File: src/rtl/pipe_ctrl_pkg.sv
// Shared encodings for the pipeline stall/redirect controller.
package pipe_ctrl_pkg;

  localparam logic [1:0] PC_SEL_ADDER = 2'b00;
  localparam logic [1:0] PC_SEL_ID    = 2'b01;
  localparam logic [1:0] PC_SEL_HOLD  = 2'b10;

  typedef enum logic {
    ST_RUN  = 1'b0,
    ST_BUSY = 1'b1
  } state_e;

endpackage

File: src/rtl/load_use_det.sv
// Load-use hazard compare: the ID instruction reads a register still being loaded by EXE.
module load_use_det (
  input  logic       exe_is_load,
  input  logic [4:0] exe_wb_addr,
  input  logic [4:0] id_rs,
  input  logic [4:0] id_rt,
  input  logic       id_rs_used,
  input  logic       id_rt_used,
  output logic       lu
);

  logic rs_hit, rt_hit;

  assign rs_hit = id_rs_used & (id_rs == exe_wb_addr);
  assign rt_hit = id_rt_used & (id_rt == exe_wb_addr);
  // $zero is never a real dependency
  assign lu     = exe_is_load & (exe_wb_addr != 5'd0) & (rs_hit | rt_hit);

endmodule

File: src/rtl/pipe_stall_ctrl.sv
// Stall/redirect controller: one-bubble load-use stalls and fixed-latency MDU busy sequencing.
module pipe_stall_ctrl
  import pipe_ctrl_pkg::*;
#(
  parameter int unsigned MDU_LAT = 32
) (
  input  logic       clk,
  input  logic       rst,
  input  logic [4:0] id_rs,
  input  logic [4:0] id_rt,
  input  logic       id_rs_used,
  input  logic       id_rt_used,
  input  logic       id_branch_taken,
  input  logic       id_is_mdu,
  input  logic       exe_is_load,
  input  logic [4:0] exe_wb_addr,
  output logic [1:0] if_pc_sel,
  output logic       if_id_en,
  output logic       id_exe_flush,
  output logic       mdu_start,
  output logic       mdu_busy
);

  localparam int unsigned CntW = $clog2(MDU_LAT + 1);

  state_e          state_q;
  logic [CntW-1:0] cnt_q;
  logic            lu;
  logic            mdu_go;
  logic            stall;

  load_use_det u_load_use_det (
    .exe_is_load (exe_is_load),
    .exe_wb_addr (exe_wb_addr),
    .id_rs       (id_rs),
    .id_rt       (id_rt),
    .id_rs_used  (id_rs_used),
    .id_rt_used  (id_rt_used),
    .lu          (lu)
  );

  assign mdu_go = id_is_mdu & ~lu;

  always_ff @(posedge clk or posedge rst) begin
    if (rst) begin
      state_q <= ST_RUN;
      cnt_q   <= '0;
    end else begin
      unique case (state_q)
        ST_RUN: begin
          if (mdu_go) begin
            state_q <= ST_BUSY;
            cnt_q   <= CntW'(MDU_LAT - 1);
          end
        end
        ST_BUSY: begin
          // cnt == 0 is the release cycle; the MDU instruction leaves ID now
          if (cnt_q != '0) begin
            cnt_q <= cnt_q - CntW'(1);
          end else begin
            state_q <= ST_RUN;
          end
        end
        default: begin
          state_q <= ST_RUN;
          cnt_q   <= '0;
        end
      endcase
    end
  end

  always_comb begin
    mdu_start    = (state_q == ST_RUN) & mdu_go;
    mdu_busy     = (state_q == ST_BUSY);
    stall        = lu | mdu_start | (mdu_busy & (cnt_q != '0));
    if_id_en     = ~stall;
    id_exe_flush = stall;
    if (stall) begin
      if_pc_sel = PC_SEL_HOLD;
    end else if (id_branch_taken) begin
      if_pc_sel = PC_SEL_ID;
    end else begin
      if_pc_sel = PC_SEL_ADDER;
    end
  end

endmodule

File: config.mk
export PLATFORM = sky130hd
export DESIGN_NAME = pipe_stall_ctrl
export DESIGN_NICKNAME = d
export VERILOG_FILES = /design/src/rtl/pipe_ctrl_pkg.sv /design/src/rtl/load_use_det.sv /design/src/rtl/pipe_stall_ctrl.sv
export SDC_FILE = /design/constraint.sdc
export NUM_CORES = 1
export LEC_CHECK = 0
export ABC_AREA = 1
export CAP_MARGIN = 20
export CORE_ASPECT_RATIO = 1.5
export CORE_MARGIN = 5
export CORE_UTILIZATION = 30
export DETAILED_ROUTE_END_ITERATION = 10
export HOLD_SLACK_MARGIN = 0.03
export SLEW_MARGIN = 20
export SYNTH_ARGS = -nofsm -noshare
export SYNTH_HDL_FRONTEND = slang
export SYNTH_SLANG_ARGS = --single-unit
File: constraint.sdc
create_clock -name clk -period 3.3 [get_ports clk]
set_input_delay 0.66 -clock clk [delete_from_list [all_inputs] [get_ports clk]]
set_output_delay 0.66 -clock clk [all_outputs]
set_load 0.1 [all_outputs]
==> images/logic_types.png <==
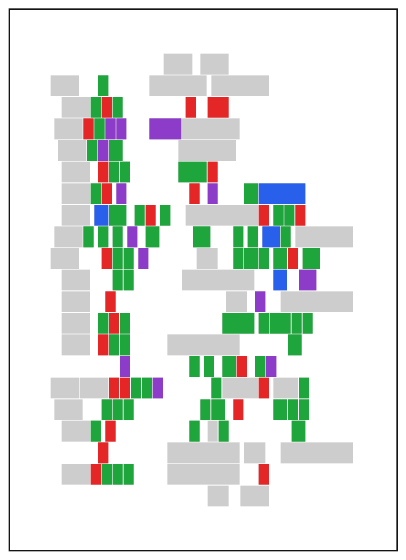
| colour | family | cells |
|---|---|---|
| blue | aoi and oai cells | 4 |
| purple | nor cells | 13 |
| green | nand cells | 66 |
| red | inv cells | 25 |

==> images/sizes.png <==
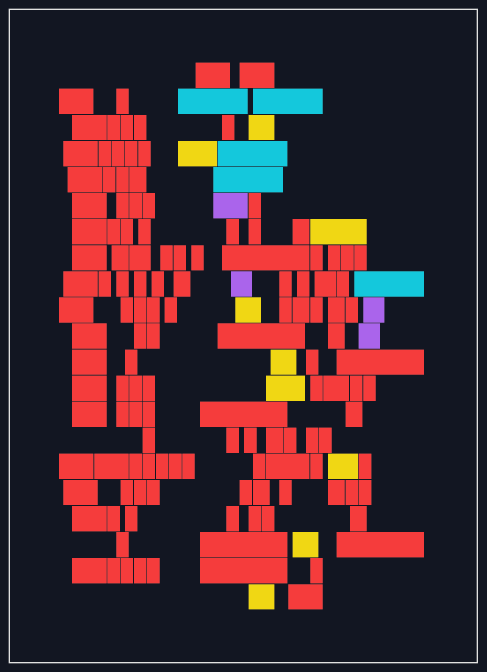
| colour | size | cells | share |
|---|---|---|---|
| purple | _2 cells | 4 | 2.7% |
| yellow | _3 and _4 cells | 9 | 6.1% |
| cyan | _6 and larger | 5 | 3.4% |
| red | _0 and _1 cells | 130 | 88% |

==> images/io_placement.png <==
Bar = 10 um. Pins as bars across the die edge, other pins in grey.
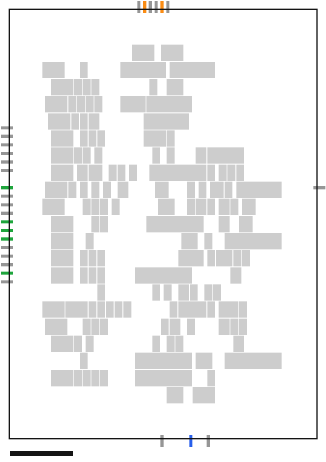
| colour | port | pins | direction | edge |
|---|---|---|---|---|
| blue | rst | 1 | input | bottom |
| orange | if_pc_sel | 2 | output | top |
| green | id_rt | 5 | input | left |
all pins by edge: 18 left, 6 top, 3 bottom, 1 right

==> images/congestion.png <==
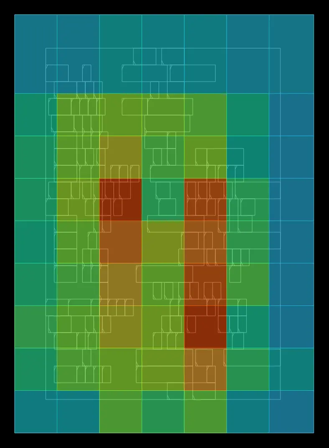
gr usage total: 11.3%
met3 usage: 1.74%
met2 track demand over resource in global routing: 22.4%
global-route track usage on met1: 9.32%

==> images/wires.png <==
Two of the layers only.
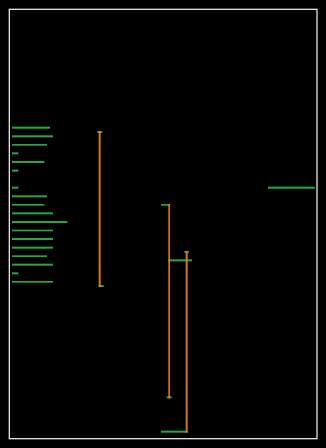
| colour | layer | wire length |
|---|---|---|
| orange | metal 4 | 83.6 um |
| green | metal 3 | 103 um |

metrics by stage:
stage	hold WS, ps	area, sq um	instances
3_5_place_dp	521	1020	167
2_1_floorplan	463	682	119
4_1_cts	536	1040	171
6_report	529	1040	171
5_1_grt	559	1040	171
3_3_place_gp	517	1020	167
routing by layer:
metal | track usage [%] | routed length [um]
met1 | 9.32 | 575
met2 | 22.4 | 889
met3 | 1.74 | 102
met4 | 10.4 | 83
met5 | 0 | 0
tightest hold or removal path: cells and delay by family (launching register included):
kind,cells,cell delay [ps]
flip-flops,1,360
AND/OR/NAND/NOR,2,140
flip-flops by register name, indices dropped and copies added (netlist names):
signal,flops
cnt_q,6
mdu_busy,1
cells in the final DEF (no fill, tap or decap), drive strengths merged:
cell            n
nor2           13
or2             1
o21ai           3
nand3          11
inv            24
nand2          53
buf             6
dfrtp           7
clkinvlp        1
nand3b          1
ha              1
a31oi           1
nand4           1
clkdlybuf4s50  21
clkbuf          4
worst paths after layout:
path / startpoint / endpoint / slack, ps / depth (start not counted)
max: exe_wb_addr[4] / if_id_en / 370 / 11
min: cnt_q[4] / cnt_q[4] / 530 / 2
max reg2reg: cnt_q[0] / cnt_q[4] / 1630 / 10
min reg2reg: cnt_q[4] / cnt_q[4] / 530 / 2
max in group asynchronous: rst / cnt_q[2] / 2440 / 2
min in group asynchronous: rst / cnt_q[1] / 640 / 2
final cells by class:
type	count	share of cell area (%)
well taps	23	2.76
clock buffers	4	2.52
inverters	25	9.35
flip-flops and latches	7	16.8
repair buffers	27	30.5
multi-input cells	85	38.1
power breakdown:
group,internal (mW),switching (mW)
sequential,0.134,0.0557
clock,0.0463,0.0333
combinational,0.240,0.453
total,0.421,0.542
cell families after synthesis:
family                   after synthesis
AND/OR/NAND/NOR                       80
adder cells (fa/ha/maj)                1
AND-OR/OR-AND                          4
buffers and inverters                 27
flip-flops                             7
==> metrics.log <==
[flow] final metrics
INFO  metric total_power = 0.962 mW
INFO  metric synth.comb.largest_family = simple AND/OR/NAND/NOR gates
INFO  metric gp_congestion = 0.826
INFO  metric floorplan.io_pins = 28
INFO  metric max_stage_delay = 530 ps
INFO  metric finished_core_util = 47.8%
INFO  metric mi_logic_area = roughly 400 sq um
INFO  metric routed_via_density = 4.40
INFO  metric setup_viol = 0
INFO  metric synth-edff-count = 0
INFO  metric cp.buffers_inverters = 4
INFO  metric yosysSeqAreaShare = around a quarter
INFO  metric finalWirelength = about 1.7 mm
INFO  metric post-cts-setup-buffers = 0
INFO  metric antenna_violations_before_repair = 0
INFO  metric critical_path.startpoint_type = input port
INFO  metric run_status = finished clean
INFO  metric timing.critical_path.arrival = 2270 ps
INFO  metric htreeDepth = 1
INFO  metric fraction_of_the_cycle_the_final_worst_path_needs = 88.6%
INFO  metric chip_area = roughly 0.0033 sq mm
INFO  metric headroom_to_the_max_slew_limit = 76.8%
INFO  metric die_height = 68.0 um
INFO  metric detail_route.first_pass.iterations = 4
INFO  metric fp_util = between 30% and 40%
INFO  metric synthMuxAreaShare = 0%
INFO  metric most_common_cell_in_the_netlist = nand2_1
INFO  metric worst-setup-path-type = input port to output pin
INFO  metric number_of_clock_sinks = 7
INFO  metric skew = 2.85 ps
INFO  metric yosys-stat-cells = 119
INFO  metric proportion_of_layout_cells_with_a_drive_suffix_above_1 = between 10% and 20%
INFO  metric overflow = 0
INFO  metric final_hold_viol_count = 0
INFO  metric synth_cell_count_leaders = nand2_1, inv_1, nor2_1
INFO  metric pre_cts_slack = 335 ps
INFO  metric cts_resized = 0
INFO  metric antenna-diode-count = 0
INFO  metric yosysTopAreaCellShare = roughly 28%
INFO  metric ctsLongestPathBuffers = 2
INFO  metric critPathRequiredTime = 2640 ps
INFO  metric ys.flop_type = dfrtp_1
INFO  metric drv.max_cap_violation_count = 0
INFO  metric count_of_synthesis_stage_warnings_from_yosys = 0
INFO  metric synthTopCellsByArea = nand2_1, dfrtp_1, inv_1
INFO  metric syn-num-nets = 142
INFO  metric setup.worst_path.end_class = output pin
INFO  metric cellPowerDensity = just over 900 mW/mm^2
INFO  metric die_x = 48.7 um
INFO  metric post_synth_num_cell_types = 18
INFO  metric fin_crit = 2930 ps
INFO  metric timing.critical_path.fanout_max = 4
INFO  metric initialDrtViolationCount = 7
INFO  metric yosysChipArea = 673 sq um
INFO  metric share_of_synthesized_registers_carrying_an_async_set_or_reset = 100%
INFO  metric post-dp-hpwl = 1.43 mm
INFO  metric p_leak = 0.579 nW
INFO  metric synthSimpleGateAreaFrac = 51.7%
INFO  metric cts_buffers = 3
INFO  metric rsz0062_at_grt = false
INFO  metric worst_slew_pin_slew = 348 ps
INFO  metric synth-compound-area-share = 4.83%
INFO  metric ys_ff = 7
INFO  metric rows = 21
INFO  metric pin_count_of_the_biggest_net_entering_global_routing = 10
INFO  metric maxClockFrequency = 342 MHz
INFO  metric worst_hold_path_type = flop to flop
INFO  metric post-route-drc-count = 0
INFO  metric cts.root.buffer_cell = clkbuf_4
INFO  metric drtAntennaViolNets = 0
INFO  metric syn_inst = ~120
INFO  metric cts_tree = done
INFO  metric clk_transition_reported_paths = 50 ps
INFO  metric grt_pass1_vias = 740
INFO  metric final.setup.worst_slack = 375 ps
INFO  metric drt-wirelength-per-cell = 9.65 um
INFO  metric synthXorXnorAreaFrac = 0%
INFO  metric filler_cell_count = 235
INFO  metric vdd.ir_drop.worst = 0.410 mV
INFO  metric path_cells = clkdlybuf4s50_1 -> inv_1 -> nand2_1 -> nand2_1 -> nor2_1 -> nand3_1 -> nand2_1 -> nand2_1 -> nand3_2 -> clkinvlp_4 -> buf_12
INFO  metric port_buffers = 27
INFO  metric ys_sh_adder = between 1.5 and 2%
INFO  metric synth_area_leader_cell = nand2_1
INFO  metric cts-hold-fix-buffers = 0
INFO  metric area_growth = 55.0%
INFO  metric tool_warnings = 27
INFO  metric placeableCoreArea = 0.00218 sq mm
INFO  metric detailroute.via_count = 753
INFO  metric avgSynthCellArea = 5.66 sq um
INFO  metric critical_path.slowest_cell = clkdlybuf4s50_1
INFO  metric netlist_area = 673 sq um
INFO  metric grt_pass1_wl = 2.87 mm
INFO  metric critPathTopFamily = buffers and inverters
INFO  metric timing_max_transition_violations_final = 0
INFO  metric insertion_delay = 250 ps
INFO  metric layout.area.seq = around 180 sq um
INFO  metric nNetsFinal = 172
INFO  metric most_frequent_cp_cell = nand2_1
INFO  metric final.setup.tns = 0 ps
Power and IR drop assume default switching activity.
